$ cat config.mk
export PLATFORM = sky130hd
export DESIGN_NAME = traffic_light_monitor_flat
export DESIGN_NICKNAME = d
export VERILOG_FILES = /design/src/rtl/traffic_light_pkg.sv /design/src/rtl/traffic_light_monitor_if.sv /design/src/rtl/tl_dwell_counter.sv /design/src/rtl/traffic_light_monitor.sv /design/src/flat_wrapper.sv
export SDC_FILE = /design/constraint.sdc
export NUM_CORES = 1
export LEC_CHECK = 0
export ABC_AREA = 1
export CAP_MARGIN = 5
export CORE_MARGIN = 2
export CORE_UTILIZATION = 45
export DETAILED_ROUTE_END_ITERATION = 16
export GPL_ROUTABILITY_DRIVEN = 1
export PLACE_DENSITY = 0.74
export SLEW_MARGIN = 20
export SYNTH_ARGS = -nofsm -noshare
export SYNTH_HDL_FRONTEND = slang
export SYNTH_HIERARCHICAL = 1
export SYNTH_SLANG_ARGS = --single-unit
$ cat constraint.sdc
create_clock -name clk -period 1.64 [get_ports clk]
set_clock_uncertainty 0.15 [all_clocks]
set_input_delay 0.492 -clock clk [delete_from_list [all_inputs] [get_ports clk]]
set_output_delay 0.492 -clock clk [all_outputs]
set_load 0.01 [all_outputs]
$ cat src/rtl/traffic_light_pkg.sv
// Shared definitions for the traffic_light controller and its monitor.
//   - LIGHT_* : encoding of the 2-bit light bus
//   - ERR_*   : bit positions inside the monitor's err_flags vector
//   - sync_state_t : monitor lock state on the light bus
//   - legal_next() : the only phase allowed to follow a given phase
package traffic_light_pkg;

  localparam logic [1:0] LIGHT_RED     = 2'b00;
  localparam logic [1:0] LIGHT_GREEN   = 2'b01;
  localparam logic [1:0] LIGHT_YELLOW  = 2'b10;
  localparam logic [1:0] LIGHT_ILLEGAL = 2'b11;

  localparam int unsigned ERR_CODE  = 0;
  localparam int unsigned ERR_TRANS = 1;
  localparam int unsigned ERR_SHORT = 2;
  localparam int unsigned ERR_LONG  = 3;

  typedef enum logic {
    ST_UNSYNCED,
    ST_SYNCED
  } sync_state_t;

  function automatic logic [1:0] legal_next(input logic [1:0] cur);
    case (cur)
      LIGHT_RED:    legal_next = LIGHT_GREEN;
      LIGHT_GREEN:  legal_next = LIGHT_YELLOW;
      LIGHT_YELLOW: legal_next = LIGHT_RED;
      default:      legal_next = LIGHT_ILLEGAL;
    endcase
  endfunction

endpackage

$ cat src/rtl/traffic_light_monitor_if.sv
// Signal bundle between a light-bus source (master) and the monitor (slave).
//   light/en/err_clr : driven by the master side
//   lamp_*, dwell, cycle_count, err_flags, err_pulse : driven by the monitor
interface traffic_light_monitor_if #(
  parameter int unsigned DWELL_W = 5,
  parameter int unsigned CNT_W   = 8
);
  logic [1:0]         light;
  logic               en;
  logic               err_clr;
  logic               lamp_red;
  logic               lamp_yellow;
  logic               lamp_green;
  logic [DWELL_W-1:0] dwell;
  logic [CNT_W-1:0]   cycle_count;
  logic [3:0]         err_flags;
  logic               err_pulse;

  modport master (
    output light, en, err_clr,
    input  lamp_red, lamp_yellow, lamp_green, dwell, cycle_count, err_flags, err_pulse
  );

  modport slave (
    input  light, en, err_clr,
    output lamp_red, lamp_yellow, lamp_green, dwell, cycle_count, err_flags, err_pulse
  );
endinterface

$ cat src/rtl/tl_dwell_counter.sv
// Saturating dwell counter for the light monitor.
//   hold    : freeze count (highest priority)
//   clear   : force count to 0
//   restart : force count to 1 (first cycle of a new phase)
//   count   : current dwell, saturates at all-ones
//   reached : high when this edge moves count onto MAX_DWELL+1
module tl_dwell_counter #(
  parameter int unsigned DWELL_W   = 5,
  parameter int unsigned MAX_DWELL = 16
) (
  input  logic               clk,
  input  logic               reset_n,
  input  logic               hold,
  input  logic               clear,
  input  logic               restart,
  output logic [DWELL_W-1:0] count,
  output logic               reached
);

  logic advance;

  assign advance = !hold && !clear && !restart;
  // Look at the value being left so the flag lines up with count == MAX_DWELL+1.
  assign reached = advance && (count == DWELL_W'(MAX_DWELL));

  always_ff @(posedge clk or negedge reset_n) begin
    if (!reset_n) begin
      count <= '0;
    end else if (!hold) begin
      if (clear)             count <= '0;
      else if (restart)      count <= DWELL_W'(1);
      else if (count != '1)  count <= count + 1'b1;
    end
  end

endmodule

$ cat src/rtl/traffic_light_monitor.sv
// Passive checker and lamp decoder for the traffic_light controller's light bus.
// Ports:
//   clk, reset_n : clock and asynchronous active-low reset
//   mon (slave)  : light/en/err_clr in; one-hot lamps, dwell, cycle_count,
//                  sticky err_flags and err_pulse out
module traffic_light_monitor
  import traffic_light_pkg::*;
#(
  parameter int unsigned MIN_DWELL = 2,
  parameter int unsigned MAX_DWELL = 16,
  parameter int unsigned DWELL_W   = 5,
  parameter int unsigned CNT_W     = 8
) (
  input  logic                    clk,
  input  logic                    reset_n,
  traffic_light_monitor_if.slave  mon
);

  sync_state_t        state, state_n;
  logic [1:0]         light_q;
  logic               first_seg;
  logic [DWELL_W-1:0] dwell;
  logic               reached;
  logic [CNT_W-1:0]   cycle_count;
  logic [3:0]         err_flags;
  logic               err_pulse;
  logic [2:0]         lamps;      // {red, yellow, green}

  logic               load;
  logic               dwell_clear;
  logic               dwell_restart;
  logic               cyc_inc;
  logic [3:0]         err_ev;
  logic [3:0]         err_set;
  logic [2:0]         lamps_n;

  function automatic logic [2:0] decode(input logic [1:0] code);
    case (code)
      LIGHT_RED:    decode = 3'b100;
      LIGHT_YELLOW: decode = 3'b010;
      LIGHT_GREEN:  decode = 3'b001;
      default:      decode = 3'b000;
    endcase
  endfunction

  // Lock state register
  always_ff @(posedge clk or negedge reset_n) begin
    if (!reset_n) state <= ST_UNSYNCED;
    else          state <= state_n;
  end

  // Lock is lost on disable or an illegal code; any legal code (re)acquires it
  always_comb begin
    state_n = state;
    if (!mon.en || mon.light == LIGHT_ILLEGAL) state_n = ST_UNSYNCED;
    else                                       state_n = ST_SYNCED;
  end

  // Per-sample event decode
  always_comb begin
    load          = 1'b0;
    dwell_clear   = 1'b0;
    dwell_restart = 1'b0;
    cyc_inc       = 1'b0;
    err_ev        = '0;
    lamps_n       = lamps;
    if (mon.en) begin
      if (mon.light == LIGHT_ILLEGAL) begin
        err_ev[ERR_CODE] = 1'b1;
        dwell_clear      = 1'b1;
        lamps_n          = '0;
      end else if (state == ST_UNSYNCED) begin
        load          = 1'b1;
        dwell_restart = 1'b1;
        lamps_n       = decode(mon.light);
      end else if (mon.light != light_q) begin
        load          = 1'b1;
        dwell_restart = 1'b1;
        lamps_n       = decode(mon.light);
        if (mon.light != legal_next(light_q))
          err_ev[ERR_TRANS] = 1'b1;
        if (!first_seg && dwell < DWELL_W'(MIN_DWELL))
          err_ev[ERR_SHORT] = 1'b1;
        if (light_q == LIGHT_YELLOW && mon.light == LIGHT_RED)
          cyc_inc = 1'b1;
      end
    end
  end

  // Kept apart from the event decode: reached depends on the counter controls
  always_comb begin
    err_set           = err_ev;
    err_set[ERR_LONG] = err_ev[ERR_LONG] | reached;
  end

  tl_dwell_counter #(
    .DWELL_W   (DWELL_W),
    .MAX_DWELL (MAX_DWELL)
  ) u_dwell (
    .clk     (clk),
    .reset_n (reset_n),
    .hold    (!mon.en),
    .clear   (dwell_clear),
    .restart (dwell_restart),
    .count   (dwell),
    .reached (reached)
  );

  always_ff @(posedge clk or negedge reset_n) begin
    if (!reset_n) begin
      light_q     <= LIGHT_RED;
      first_seg   <= 1'b0;
      cycle_count <= '0;
      err_flags   <= '0;
      err_pulse   <= 1'b0;
      lamps       <= '0;
    end else if (mon.en) begin
      if (load) begin
        light_q   <= mon.light;
        // The segment started by (re)acquiring lock is exempt from the short check
        first_seg <= (state == ST_UNSYNCED);
      end
      if (cyc_inc) cycle_count <= cycle_count + 1'b1;
      err_flags <= (mon.err_clr ? '0 : err_flags) | err_set;
      err_pulse <= |err_set;
      lamps     <= lamps_n;
    end else begin
      err_pulse <= 1'b0;
    end
  end

  assign mon.lamp_red    = lamps[2];
  assign mon.lamp_yellow = lamps[1];
  assign mon.lamp_green  = lamps[0];
  assign mon.dwell       = dwell;
  assign mon.cycle_count = cycle_count;
  assign mon.err_flags   = err_flags;
  assign mon.err_pulse   = err_pulse;

endmodule
$ cat src/flat_wrapper.sv
// flat-port wrapper written by rule: the top's interface ports become plain ports
module traffic_light_monitor_flat import traffic_light_pkg::*;
#(
  parameter int unsigned MIN_DWELL = 2,
  parameter int unsigned MAX_DWELL = 16,
  parameter int unsigned DWELL_W   = 5,
  parameter int unsigned CNT_W     = 8
)
  (clk, reset_n, mon_light, mon_en, mon_err_clr, mon_lamp_red, mon_lamp_yellow, mon_lamp_green, mon_dwell, mon_cycle_count, mon_err_flags, mon_err_pulse);
  traffic_light_monitor_if #(.DWELL_W(DWELL_W), .CNT_W(CNT_W)) mon_i ();
  input  logic clk;
  input  logic reset_n;
  input wire logic [$bits(mon_i.light)-1:0] mon_light;
  input wire logic [$bits(mon_i.en)-1:0] mon_en;
  input wire logic [$bits(mon_i.err_clr)-1:0] mon_err_clr;
  output wire logic [$bits(mon_i.lamp_red)-1:0] mon_lamp_red;
  output wire logic [$bits(mon_i.lamp_yellow)-1:0] mon_lamp_yellow;
  output wire logic [$bits(mon_i.lamp_green)-1:0] mon_lamp_green;
  output wire logic [$bits(mon_i.dwell)-1:0] mon_dwell;
  output wire logic [$bits(mon_i.cycle_count)-1:0] mon_cycle_count;
  output wire logic [$bits(mon_i.err_flags)-1:0] mon_err_flags;
  output wire logic [$bits(mon_i.err_pulse)-1:0] mon_err_pulse;
  assign mon_i.light = mon_light;
  assign mon_i.en = mon_en;
  assign mon_i.err_clr = mon_err_clr;
  assign mon_lamp_red = mon_i.lamp_red;
  assign mon_lamp_yellow = mon_i.lamp_yellow;
  assign mon_lamp_green = mon_i.lamp_green;
  assign mon_dwell = mon_i.dwell;
  assign mon_cycle_count = mon_i.cycle_count;
  assign mon_err_flags = mon_i.err_flags;
  assign mon_err_pulse = mon_i.err_pulse;
  traffic_light_monitor #(.MIN_DWELL(MIN_DWELL), .MAX_DWELL(MAX_DWELL), .DWELL_W(DWELL_W), .CNT_W(CNT_W)) u_core (.clk(clk), .reset_n(reset_n), .mon(mon_i));
endmodule
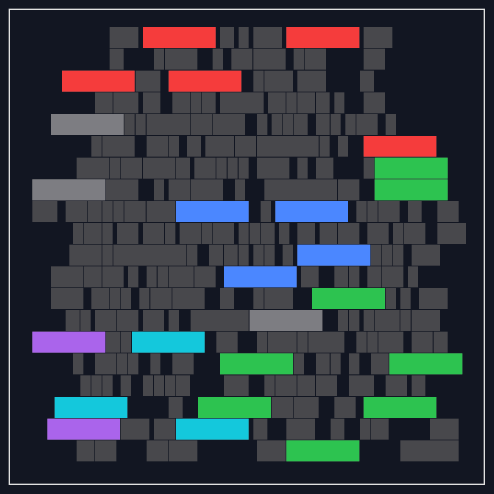
(run_1/registers.png)
Drawn at 8 px/um. Other sequential cells in the stronger grey, the rest of the logic in the fainter grey.
| colour | signal | sequential cells |
|---|---|---|
| purple | u_core/light_q | 2 |
| red | u_core/u_dwell/count | 5 |
| blue | u_core/mon.err_flags | 4 |
| cyan | u_core/lamps | 3 |
| green | u_core/mon.cycle_count | 8 |
flip-flop and latch area: 626 um^2
power of the sequential group: 0.000749 W
fraction of area in registers: 0.298
Post-Route Utilization: 0.706

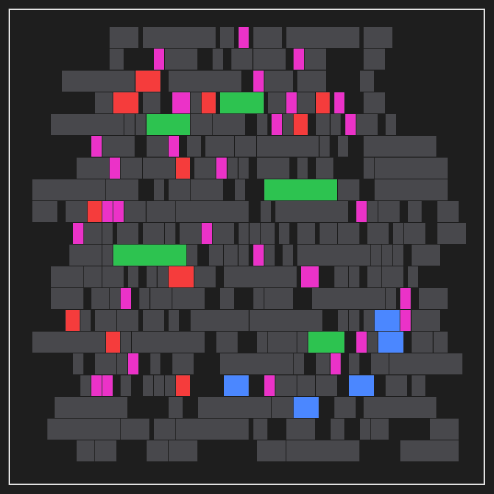
(run_1/gate_families.png)
Drawn at 8 px/um.
| colour | family | cells |
|---|---|---|
| red | inverting AOI/OAI gates | 11 |
| blue | XOR/XNOR gates | 5 |
| green | adder and majority cells | 5 |
| magenta | inverters | 29 |
most frequent logic cell in the layout: nand2_1
Layout Cells excl Fill: 278
combinational share of cell area: 0.354

==> run summary, run 1 <==
run status: complete, no violations
Worst setup EP type: output port
Slew headroom: 0.811
setup TNS: 0 ps
synthesis warning total: 6
Remaining DRCs: 0
cell at the root of the clock tree: clkbuf_4
crit-path max FO: 2
Max stage delay cell, worst path: dfrtp_1
gpl congestion: 0.860
max-capacitance violation count: 0
final-stage net count: 257
Least-Margin Pin Slew: 282 ps
cell count after synthesis: 173
TritonCTS clock tree: done
clock latency reported for the late side of the worst-skew pair: 320 ps
GR Overflow Total: 0
total cells reported by yosys after synthesis: 173
vias per cell: 4.91
maximum ir drop on the vdd rail: 0.582 mV
RSZ-0062 raised after global routing: true
hpwl dp: 2360 um
slack of the worst reg-to-reg path: 40 ps
row cnt: 20
synthesized area: 1370 um^2
longest individual stage delay on the worst path: 420 ps
ANT nets after route: 0
share of post-route cells with drive strength above 1: 0.433
biggest area cells: dfrtp_1 46%, nand2_1 16%, inv_1 5.7%
sequential share of power: 0.424
crit path kind: reg2out
leakage: 1.13 nW
distinct lib cells: 21
share of flip-flops with an asynchronous set or reset after synthesis: 1.00
clock transition time at the flip-flop clock pins of the worst setup and hold paths: 150 ps
total iterations of the first detailed-routing run: 4
net count after synthesis: 184
number of buffers created by CTS: 3
clock tree buffer depth: 2
initial antenna violation count: 0
final setup vio count: 0
cell with the most instances after synthesis: nand2_1
via count of the first global-routing pass: 1356
Setup crit start kind: register
Std-Cell Core Area: 2980 um^2
EDFF count, synth: 0
count of clock tree sinks: 25
summed area of non-filler cells in the final layout: 2100 um^2
maximum achievable frequency: 619 MHz
horizontal extent of the die: 59.2 um
Core Util at FP: 0.461
layout overhead on the synthesized area: 53.3%
post-route minimum period: 1610 ps
Comb pwr share: 0.415
net switching component of the power: 0.000621 W
clock share of power: 0.161
Final Max-Slew Violation Tally: 0
proportion of synthesized chip area in sequential cells: 0.456
n_diodes: 0
die span in y: 59.2 um
Syn Area/Cell: 7.93 um^2
Power Internal: 0.00115 W
overall die area: 3500 um^2
PD cells: 841 nW/um^2
area leader, netlist: dfrtp_1
portion of synthesized cell area occupied by the leading cell type: 0.456
Post-Place Cells: 255
hold-fix buffers at CTS: 0
maximum number of pins on one net before global-route repair: 26
wire length of the first global-routing pass: 5510 um
net switching fraction of the power: 0.351
hold violation total from the final report: 0
share of the clock period used by the worst path after layout: 0.985
kind of path behind the tightest hold check: reg2reg
total via count in the routed design: 1364
average wire length per cell after detail routing: 12.5 um
routed wire length: 3480 um
Fin Hold WS: 340 ps
Required @ worst endpoint: 1000 ps
commonest cells in the synthesized netlist: 58 x nand2_1, 25 x dfrtp_1, 21 x inv_1, 10 x nor2_1
Max H-tree Level: 1
cell family with the largest share of critical-path delay: flip-flops
Buf+Inv Stages, Crit Path: 1
Placement Cell Area: 1870 um^2
register bit total from synthesis: 25
summed standard-cell area reported by yosys: 1370 um^2
Commonest flop: dfrtp_1
ordered list of cells on the worst path: clkdlybuf4s15_1
tally of OpenROAD warnings: 29
Arr. time, crit path: 970 ps
number of DRC violations after detailed-routing iteration 0: 43
combined global-route utilization of all metal layers: 0.206
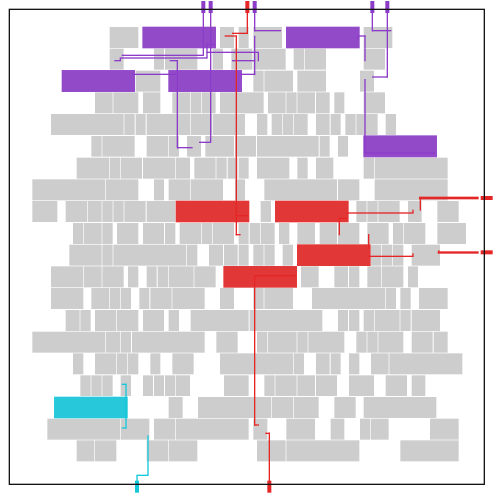
(run_1/port_nets.png)
Drawn at 8 px/um.
| colour | port | bits | direction | edge | end cells | buffers | wire |
|---|---|---|---|---|---|---|---|
| cyan | mon_lamp_yellow | 1 | output | south | 1 | 1 | 13.4 um |
| purple | mon_dwell | 5 | output | north | 5 | 5 | 125 um |
| red | mon_err_flags | 4 | output | 2 east, 1 north, 1 south | 4 | 4 | 95.9 um |
# IOs: 27
port buffer count: 26

## run 1: cells in the final DEF, fill, tap and decap left out, drive strengths merged, types with 2 or more instances in the layout
cell,count
buf,42
clkbuf,13
clkdlybuf4s15,13
clkdlybuf4s50,2
dfrtp,25
ha,5
inv,29
nand2,65
nand3,9
nand4,2
nor2,17
nor3,2
o21ai,10
xor2,5
## run 1: state kept, by name, indices dropped and copies added (netlist names)
register,count
u_core/mon.cycle_count,8
u_core/u_dwell/count,5
u_core/first_seg,1
u_core/state,1
u_core/lamps,3
u_core/mon.err_pulse,1
u_core/light_q,2
u_core/mon.err_flags,4
## run 1: what timing repair did
item                                   CTS  global route
endpoints found under the hold margin    0             0
setup buffers                           16             5
setup endpoints to repair               41            23
resized                                 63            27
pin swaps                               14            13
## run 1: power groups by stage
stage                     registers [W]  clock network, W  logic [W]
after floorplan                0.000811                 0   0.000248
final                          0.000749          0.000286   0.000733
after detailed placement       0.000768                 0   0.000619
after CTS                      0.000745          0.000292   0.000685
after global placement         0.000763                 0   0.000600
after global routing           0.000758          0.000316   0.000799
## run 1: metrics by stage
step	power (W)	setup slack (ps)
5_1_grt	0.00187	-45.4
4_1_cts	0.00172	-57.9
2_1_floorplan	0.00106	6.85
6_report	0.00177	25.0
3_3_place_gp	0.00136	-566
3_5_place_dp	0.00139	-668
## run 1: cells by family after synthesis
family	share of synthesized area
adders and majority gates	0.0456
buffers and inverters	0.0794
xor gates and xnor gates	0.0319
and+or+nand+nor	0.331
DFF	0.456
AOI/OAI and AO/OA	0.0557
## run 1: metal layers
layer / global-route usage / share of wire / vias to the layer above
li1: - / - / 679
met1: 0.233 / 0.41 / 656
met2: 0.383 / 0.55 / 25
met3: 0.0284 / 0.031 / 4
met4: 0.0844 / 0.0098 / 0
met5: 0 / 0 / -
## run 1: worst paths after layout
path,startpoint,endpoint,cells past startpoint
max,u_core/mon.cycle_count[6],mon_cycle_count[6],1
min in group asynchronous,reset_n,u_core/mon.cycle_count[3],2
max in group asynchronous,reset_n,u_core/lamps[0],2
max reg2reg,u_core/u_dwell/count[1],u_core/u_dwell/count[1],10
min reg2reg,u_core/lamps[1],u_core/lamps[1],2
min,u_core/lamps[1],u_core/lamps[1],2
## run 1: area by class of cell
| type | instances | area [um^2] |
|---|---|---|
| Fill cell | 240 | 876 |
| Multi-Input combinational cell | 119 | 743 |
| Sequential cell | 25 | 626 |
| Timing Repair Buffer | 68 | 551 |
| Inverter | 29 | 114 |
| Tap cell | 33 | 41.3 |
| Clock buffer | 3 | 22.5 |
| Clock inverter | 1 | 5.00 |
==> run_1/met2.png <==
Drawn at 4 px/um.
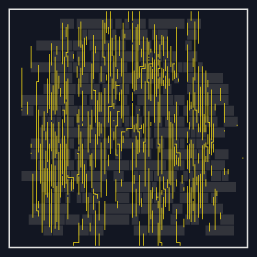

## Run 2: what changed since run 1
Settings changed: TNS_END_PERCENT set to 50.
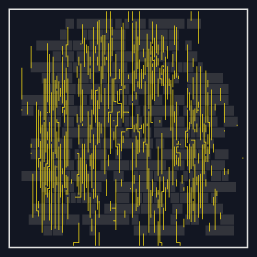
(run_2/met2.png)
Drawn at 4 px/um.
nets with wire on the layer: 227
main direction: vertical
share of all routed wire: 55%
longest straight run: 27.2 um
routed wire length: 3500 um
total via count in the routed design: 1361
met2 layer usage reported by global route: 0.374

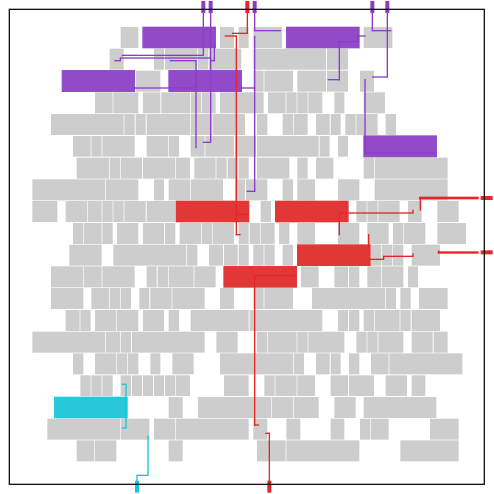
(run_2/port_nets.png)
Drawn at 8 px/um.
| colour | port | bits | direction | edge | end cells | buffers | wire |
|---|---|---|---|---|---|---|---|
| red | mon_err_flags | 4 | output | 2 east, 1 north, 1 south | 4 | 4 | 97.0 um |
| cyan | mon_lamp_yellow | 1 | output | south | 1 | 1 | 13.4 um |
| purple | mon_dwell | 5 | output | north | 5 | 5 | 139 um |

==> run 2 against run 1 <==
  * The run now ends with negative setup slack left
  * Critical path type is now reg2reg
  * Critical endpoint is now u_core/u_dwell/count[2]
  * Synthesized area unchanged
  * Routed wire length up 0.49%
  * Final cell count down 0.72%
  * Core utilization down 0.63 points
  * Highest routed layer unchanged
  * Sequential share of layout area up 0.27 points
  * Register-to-register slack worse by 40 ps
  * Cell area down 0.89%
  * Total power down 1.5%
  * Largest power group unchanged
==> run summary, run 2 <==
gpl congestion: 0.860 (unchanged)
synthesized area: 1370 um^2 (unchanged)
leakage: 1.12 nW (-0.77%)
die span in y: 59.2 um (unchanged)
slack of the worst reg-to-reg path: -3 ps (-40 ps)
max-capacitance violation count: 0 (unchanged)
Std-Cell Core Area: 2980 um^2 (unchanged)
Slew headroom: 0.819 (+0.00790)
row cnt: 20 (unchanged)
R2R Path End: u_core/u_dwell/count[2]
register containing the most flip-flops in the final layout: u_core/mon.cycle_count
hold violation total from the final report: 0 (unchanged)
Arr. time, crit path: 1750 ps (+780 ps)
violations in the final reports: negative setup slack
hpwl dp: 2360 um (unchanged)
source of the worst register-to-register timing path: u_core/u_dwell/count[0]
Max stage delay cell, worst path: dfrtp_1
biggest area cells: dfrtp_1 46%, nand2_1 16%, inv_1 5.7%
library cell appearing most often on the critical path: inv_2
most frequent logic cell in the layout: nand2_1
Remaining DRCs: 0 (unchanged)
crit path kind: reg2reg
Min-Delay Startpoint: u_core/lamps[1]
cell count after synthesis: 173 (unchanged)
proportion of synthesized chip area in sequential cells: 0.456 (unchanged)
clock tree buffer depth: 2 (unchanged)
commonest cells in the synthesized netlist: 58 x nand2_1, 25 x dfrtp_1, 21 x inv_1, 10 x nor2_1
clock transition time at the flip-flop clock pins of the worst setup and hold paths: 140 ps (about the same)
Fin Hold WS: 340 ps (+0.229 ps)
clock latency reported for the late side of the worst-skew pair: 320 ps (about the same)
total iterations of the first detailed-routing run: 4 (unchanged)
layout overhead on the synthesized area: 51.9%
ordered list of cells on the worst path: buf_6, ha_4, inv_2, nor3_2, ha_2, inv_2, nand2_2, nor2_2, o21ai_1, a21oi_1
port buffer count: 26 (unchanged)
count of fill cells added during filler insertion: 241 (+0.42%)
total cells reported by yosys after synthesis: 173 (unchanged)
portion of synthesized cell area occupied by the leading cell type: 0.456 (unchanged)
ANT nets after route: 0 (unchanged)
share of flip-flops with an asynchronous set or reset after synthesis: 1.00 (unchanged)
kind of path behind the tightest hold check: reg2reg
PD cells: 836 nW/um^2 (-0.59%)
final-stage net count: 255 (-0.78%)
Syn Area/Cell: 7.93 um^2 (unchanged)
summed standard-cell area reported by yosys: 1370 um^2 (unchanged)
run status: finished with violations
final setup vio count: 1 (+1)
count of clock tree sinks: 25 (unchanged)
Setup WS post-layout: -3.16 ps (-28.2 ps)
Least-Margin Pin Slew: 270 ps (-11.8 ps)
combined global-route utilization of all metal layers: 0.200 (-0.00640)
# IOs: 27 (unchanged)
number of flip-flops under the largest register name: 8 (unchanged)
net count after synthesis: 184 (unchanged)
wire length of the first global-routing pass: 5340 um (-3.1%)
horizontal extent of the die: 59.2 um (unchanged)
tally of OpenROAD warnings: 29 (unchanged)
distinct lib cells: 21 (unchanged)
hold endpoint: u_core/lamps[1]
TritonCTS clock tree: done
Core Util at FP: 0.461 (unchanged)
n_diodes: 0 (unchanged)
area leader, netlist: dfrtp_1
synthesis warning total: 6 (unchanged)
total power: 0.00174 W (-1.5%)
R2R depth: 10 (unchanged)
average wire length per cell after detail routing: 12.7 um (+1.2%)
cell count of the worst hold path: 2 (unchanged)
share of post-route cells with drive strength above 1: 0.440 (+0.00768)
maximum number of pins on one net before global-route repair: 26 (unchanged)
maximum ir drop on the vdd rail: 0.579 mV (-0.54%)
share of the clock period used by the worst path after layout: 1.00 (+0.0172)
Final Max-Slew Violation Tally: 0 (unchanged)
Commonest flop: dfrtp_1
crit-path max FO: 3 (+1)
vias per cell: 4.93 (+0.50%)
RSZ-0062 raised after global routing: true
Setup crit start kind: register
via count of the first global-routing pass: 1325 (-2.3%)
number of buffers created by CTS: 3 (unchanged)
largest registers: u_core/mon.cycle_count (8), u_core/u_dwell/count (5), u_core/mon.err_flags (4)
maximum achievable frequency: 609 MHz (-1.7%)
highest-count cells in the layout ignoring fill and taps: 51 x nand2_1, 35 x buf_4, 25 x dfrtp_1, 15 x inv_1
register bit total from synthesis: 25 (unchanged)
Required @ worst endpoint: 1750 ps (+750 ps)
Max H-tree Level: 1 (unchanged)
EDFF count, synth: 0 (unchanged)
cell at the root of the clock tree: clkbuf_4
initial antenna violation count: 0 (unchanged)
Worst setup EP type: register
GR Overflow Total: 0 (unchanged)
post-route minimum period: 1640 ps (+28.2 ps)
number of DRC violations after detailed-routing iteration 0: 46 (+7.0%)
cell with the most instances after synthesis: nand2_1
overall die area: 3500 um^2 (unchanged)
longest individual stage delay on the worst path: 430 ps (about the same)
run 2: cell counts after synthesis:
No cell type changed its count.
run 2: metrics by stage:
stage	TNS, ps	utilization	worst slack [ps]	std cells	instance area, um^2
global route	-230	0.700	-47.1	276	2080
floorplan	0	-	6.85	173	1390
CTS	-122	0.684	-57.9	273	2040
finish	-3.16	0.700	-3.16	276	2080
detailed placement	-10140	0.629	-668	255	1870
global placement	-8630	0.629	-566	255	1870
run 2: worst max path at each step:
stage	start	endpoint	depth (start not counted)
floorplan	mon_light[0]	u_core/mon.err_pulse	13
global placement	mon_light[1]	u_core/mon.err_pulse	13
detailed placement	mon_light[1]	u_core/mon.err_pulse	13
CTS	u_core/light_q[1]	u_core/mon.err_pulse	13
global route	u_core/u_dwell/count[1]	u_core/u_dwell/count[2]	10
finish	u_core/u_dwell/count[0]	u_core/u_dwell/count[2]	10
run 2: metal layers:
| layer | vias up | global-route usage | share of wire |
|---|---|---|---|
| li1 | 673 | - | - |
| met4 | 0 | 0.0714 | 0.011 |
| met3 | 4 | 0.0197 | 0.041 |
| met1 | 656 | 0.233 | 0.39 |
| met5 | - | 0 | 0 |
| met2 | 28 | 0.374 | 0.55 |
run 2: area by class of cell:
class | instances | area, um^2 | share of cell area
multi-input combinational | 119 | 746 | 0.358
sequential | 25 | 626 | 0.300
timing repair buffer | 66 | 529 | 0.254
inverter | 29 | 114 | 0.0547
tap | 33 | 41.3 | 0.0198
clock buffer | 3 | 22.5 | 0.0108
clock inverter | 1 | 5.00 | 0.00240
run 2: where the power goes:
| group | internal, W | total, W | switching (W) |
|---|---|---|---|
| clock | 0.0000913 | 0.000283 | 0.000191 |
| sequential | 0.000699 | 0.000749 | 0.0000501 |
| combinational | 0.000336 | 0.000710 | 0.000374 |
| total | 0.00113 | 0.00174 | 0.000616 |
run 2: cells by family (layout without fill, tap and decap cells):
logic type / count (synthesis) / count (layout) / synth area share
AND/OR/NAND/NOR: 97 / 97 / 0.331
flip-flops: 25 / 25 / 0.456
XOR/XNOR: 5 / 5 / 0.0319
adder cells (fa/ha/maj): 5 / 5 / 0.0456
buffers and inverters: 29 / 99 / 0.0794
AND-OR/OR-AND: 12 / 12 / 0.0557
run 2: repair_timing:
item | in CTS | in global routing
cloned | 0 | 0
resized | 56 | 38
pin swaps | 10 | 14
setup endpoints to repair | 41 | 23
hold buffers | 0 | 0
setup buffers | 14 | 4
run 2: worst max-delay path: cells and delay by family (launching register included):
family,cells,cell delay (ps)
AND/OR/NAND/NOR,3,220
flip-flops,1,430
AND-OR/OR-AND,2,200
buffers and inverters,3,240
adder cells (fa/ha/maj),2,340
==> run_2/gate_families.png <==
Drawn at 8 px/um.
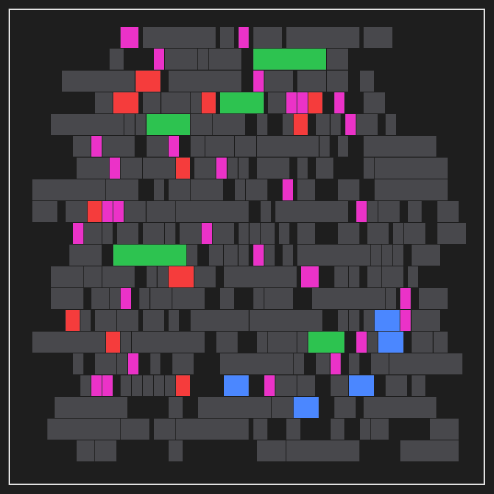

## Run 3: what changed since run 2
Settings changed: CAP_MARGIN 5 to 20, SKIP_LAST_GASP set to 1.
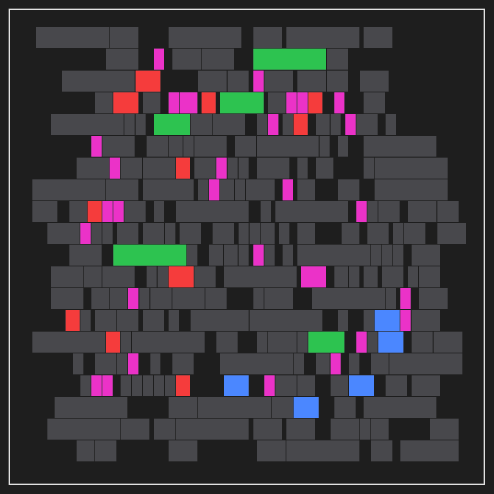
(run_3/gate_families.png)
Drawn at 8 px/um.
| colour | family | cells |
|---|---|---|
| magenta | inverters | 29 |
| blue | XOR/XNOR gates | 5 |
| green | adder and majority cells | 5 |
| red | inverting AOI/OAI gates | 11 |

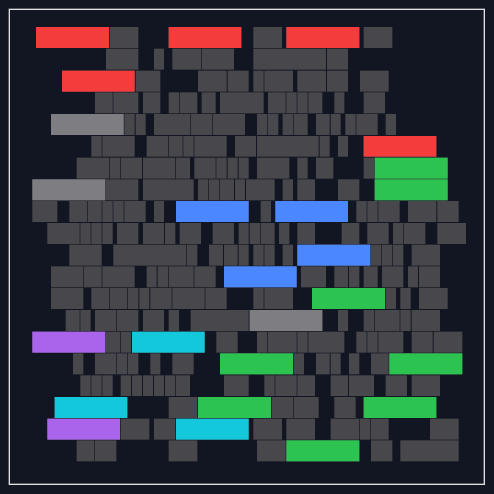
(run_3/registers.png)
Drawn at 8 px/um. Other sequential cells in the stronger grey, the rest of the logic in the fainter grey.
| colour | signal | sequential cells |
|---|---|---|
| red | u_core/u_dwell/count | 5 |
| purple | u_core/light_q | 2 |
| cyan | u_core/lamps | 3 |
| green | u_core/mon.cycle_count | 8 |
| blue | u_core/mon.err_flags | 4 |
not coloured: 3
Post-Route Utilization: 0.725
fraction of area in registers: 0.290

==> run 3 against run 2 <==
  * The run still ends with negative setup slack left
  * Clock power about the same
  * Synthesized cell count unchanged
  * Total power increased by 1.8%
  * Final cell count increased by 0.36%
  * Maximum frequency fell by 0.29%
  * Core utilization rose by 2.6 points
  * Critical path depth unchanged
  * Cell area is 3.7% higher
  * Synthesized area did not move
  * Critical endpoint unchanged
  * Largest cell class unchanged
  * Largest power group unchanged
==> run summary, run 3 <==
run status: finished with violations
violations in the final reports: negative setup slack
crit path kind: reg2reg
horizontal extent of the die: 59.2 um (unchanged)
Setup WS post-layout: -7.98 ps (-4.82 ps)
number of buffers created by CTS: 3 (unchanged)
via count of the first global-routing pass: 1328 (+0.23%)
share of the clock period used by the worst path after layout: 1.00 (+0.00294)
slack of the worst reg-to-reg path: -8 ps (about the same)
R2R depth: 10 (unchanged)
vias per cell: 5.01 (+1.6%)
routed wire length: 3590 um (+2.6%)
TritonCTS clock tree: done
gpl congestion: 0.860 (unchanged)
Commonest flop: dfrtp_1
total cells reported by yosys after synthesis: 173 (unchanged)
Worst setup EP type: register
max-capacitance violation count: 0 (unchanged)
register bit total from synthesis: 25 (unchanged)
Final Max-Slew Violation Tally: 0 (unchanged)
most frequent logic cell in the layout: nand2_1
wire length of the first global-routing pass: 5330 um (-0.26%)
setup TNS: -7.98 ps (-4.82 ps)
Least-Margin Pin Slew: 278 ps (+7.62 ps)
final setup vio count: 1 (unchanged)
biggest area cells: dfrtp_1 46%, nand2_1 16%, inv_1 5.7%
RSZ-0062 raised after global routing: true
proportion of synthesized chip area in sequential cells: 0.456 (unchanged)
total power: 0.00177 W (+1.8%)
clock tree buffer depth: 2 (unchanged)
number of flip-flops under the largest register name: 8 (unchanged)
cell count after synthesis: 173 (unchanged)
Setup crit start kind: register
number of DRC violations after detailed-routing iteration 0: 49 (+6.5%)
maximum ir drop on the vdd rail: 0.585 mV (+1.1%)
Remaining DRCs: 0 (unchanged)
post-route minimum period: 1650 ps (+4.82 ps)
Syn Area/Cell: 7.93 um^2 (unchanged)
initial antenna violation count: 0 (unchanged)
net count after synthesis: 184 (unchanged)
synthesized area: 1370 um^2 (unchanged)
Min-Delay Startpoint: u_core/lamps[1]
leakage: 1.13 nW (+0.88%)
Core Util at FP: 0.461 (unchanged)
combined global-route utilization of all metal layers: 0.199 (-0.000457)
Max H-tree Level: 1 (unchanged)
total via count in the routed design: 1388 (+2.0%)
average wire length per cell after detail routing: 13.0 um (+2.3%)
die span in y: 59.2 um (unchanged)
ANT nets after route: 0 (unchanged)
total iterations of the first detailed-routing run: 4 (unchanged)
count of fill cells added during filler insertion: 242 (+0.41%)
cell with the most instances after synthesis: nand2_1
source of the worst register-to-register timing path: u_core/u_dwell/count[0]
distinct lib cells: 21 (unchanged)
EDFF count, synth: 0 (unchanged)
R2R Path End: u_core/u_dwell/count[2]
share of flip-flops with an asynchronous set or reset after synthesis: 1.00 (unchanged)
register containing the most flip-flops in the final layout: u_core/mon.cycle_count
cell count of the worst hold path: 2 (unchanged)
crit-path max FO: 3 (unchanged)
maximum number of pins on one net before global-route repair: 26 (unchanged)
port buffer count: 26 (unchanged)
GR Overflow Total: 0 (unchanged)
hold violation total from the final report: 0 (unchanged)
ordered list of cells on the worst path: buf_6, ha_4, inv_2, nor3_2, ha_2, inv_2, nand2_2, nor2_2, o21ai_1, a21oi_1
Std-Cell Core Area: 2980 um^2 (unchanged)
Required @ worst endpoint: 1740 ps (about the same)
overall die area: 3500 um^2 (unchanged)
clock latency reported for the late side of the worst-skew pair: 320 ps (about the same)
hold endpoint: u_core/lamps[1]
largest registers: u_core/mon.cycle_count (8), u_core/u_dwell/count (5), u_core/mon.err_flags (4)
maximum achievable frequency: 607 MHz (-0.29%)
Arr. time, crit path: 1750 ps (about the same)
layout overhead on the synthesized area: 57.5%
library cell appearing most often on the critical path: inv_2
tally of OpenROAD warnings: 29 (unchanged)
cell at the root of the clock tree: clkbuf_4
PD cells: 821 nW/um^2 (-1.8%)
summed standard-cell area reported by yosys: 1370 um^2 (unchanged)
count of clock tree sinks: 25 (unchanged)
Slew headroom: 0.813 (-0.00512)
area leader, netlist: dfrtp_1
hold-fix buffers at CTS: 0 (unchanged)
clock transition time at the flip-flop clock pins of the worst setup and hold paths: 140 ps (about the same)
share of post-route cells with drive strength above 1: 0.393 (-0.0469)
longest individual stage delay on the worst path: 420 ps (about the same)
# IOs: 27 (unchanged)
hpwl dp: 2360 um (unchanged)
n_diodes: 0 (unchanged)
commonest cells in the synthesized netlist: 58 x nand2_1, 25 x dfrtp_1, 21 x inv_1, 10 x nor2_1
Max stage delay cell, worst path: dfrtp_1
row cnt: 20 (unchanged)
final-stage net count: 256 (+0.39%)
highest-count cells in the layout ignoring fill and taps: 50 x nand2_1, 35 x buf_4, 25 x dfrtp_1, 20 x clkdlybuf4s15_1, 16 x inv_1
synthesis warning total: 6 (unchanged)
portion of synthesized cell area occupied by the leading cell type: 0.456 (unchanged)
kind of path behind the tightest hold check: reg2reg
[run 3: cell counts after synthesis]
Identical to the previous run, type by type.
[run 3: metrics by stage]
stage / setup slack (ps) / instance area, um^2 / hold slack [ps] / cells
after floorplan: 6.85 / 1390 / 46.4 / 173
after global placement: -566 / 1870 / 307 / 255
after detailed placement: -668 / 1870 / 313 / 255
after CTS: -57.9 / 2020 / 341 / 273
after global routing: -54.0 / 2160 / 357 / 277
final: -7.98 / 2160 / 340 / 277
[run 3: metal layers]
metal,vias up,track usage,part of all wire,wire (um)
li1,671,-,-,-
met5,-,0,0,0
met3,8,0.0197,0.026,92
met1,679,0.229,0.41,1480
met4,0,0.0714,0.015,53
met2,30,0.377,0.55,1970
[run 3: worst max-delay path, delay by kind of cell, from the launching register on]
kind / cells / cell delay [ps]
buf+inv: 3 / 240
compound gates: 2 / 210
fa+ha+maj: 2 / 340
simple gates: 3 / 230
flops: 1 / 420
[run 3: kinds of logic after synthesis]
logic type      after synthesis  share of synthesized area
compound gates               12                     0.0557
xor+xnor                      5                     0.0319
fa+ha+maj                     5                     0.0456
buf+inv                      29                     0.0794
flops                        25                      0.456
simple gates                 97                      0.331
[run 3: what timing repair did]
item / in CTS / in global routing
hold endpoints to repair: 0 / 0
endpoints found under the setup margin: 41 / 26
pin swaps: 10 / 17
gates resized: 49 / 36
setup buffers: 14 / 5
[run 3: final cells by class]
| type | instances | area, um^2 | area share |
|---|---|---|---|
| Inverter | 29 | 116 | 0.0539 |
| Sequential cell | 25 | 626 | 0.290 |
| Timing Repair Buffer | 67 | 596 | 0.276 |
| Tap cell | 33 | 41.3 | 0.0191 |
| Clock inverter | 1 | 5.00 | 0.00232 |
| Clock buffer | 3 | 22.5 | 0.0104 |
| Multi-Input combinational cell | 119 | 753 | 0.349 |
[run 3: how the worst max path moves through the flow]
stage / from / to / slack [ps]
after floorplan: mon_light[0] / u_core/mon.err_pulse / 7
after global placement: mon_light[1] / u_core/mon.err_pulse / -570
after detailed placement: mon_light[1] / u_core/mon.err_pulse / -670
after CTS: u_core/light_q[1] / u_core/mon.err_pulse / -60
after global routing: u_core/light_q[0] / u_core/mon.err_pulse / -50
final: u_core/u_dwell/count[0] / u_core/u_dwell/count[2] / -8
[run 3: power by group]
part | switching [W] | internal [W]
Clock | 0.000190 | 0.0000913
Sequential | 0.0000503 | 0.000699
Combinational | 0.000382 | 0.000360
Total | 0.000623 | 0.00115
Power and IR drop assume default switching activity.
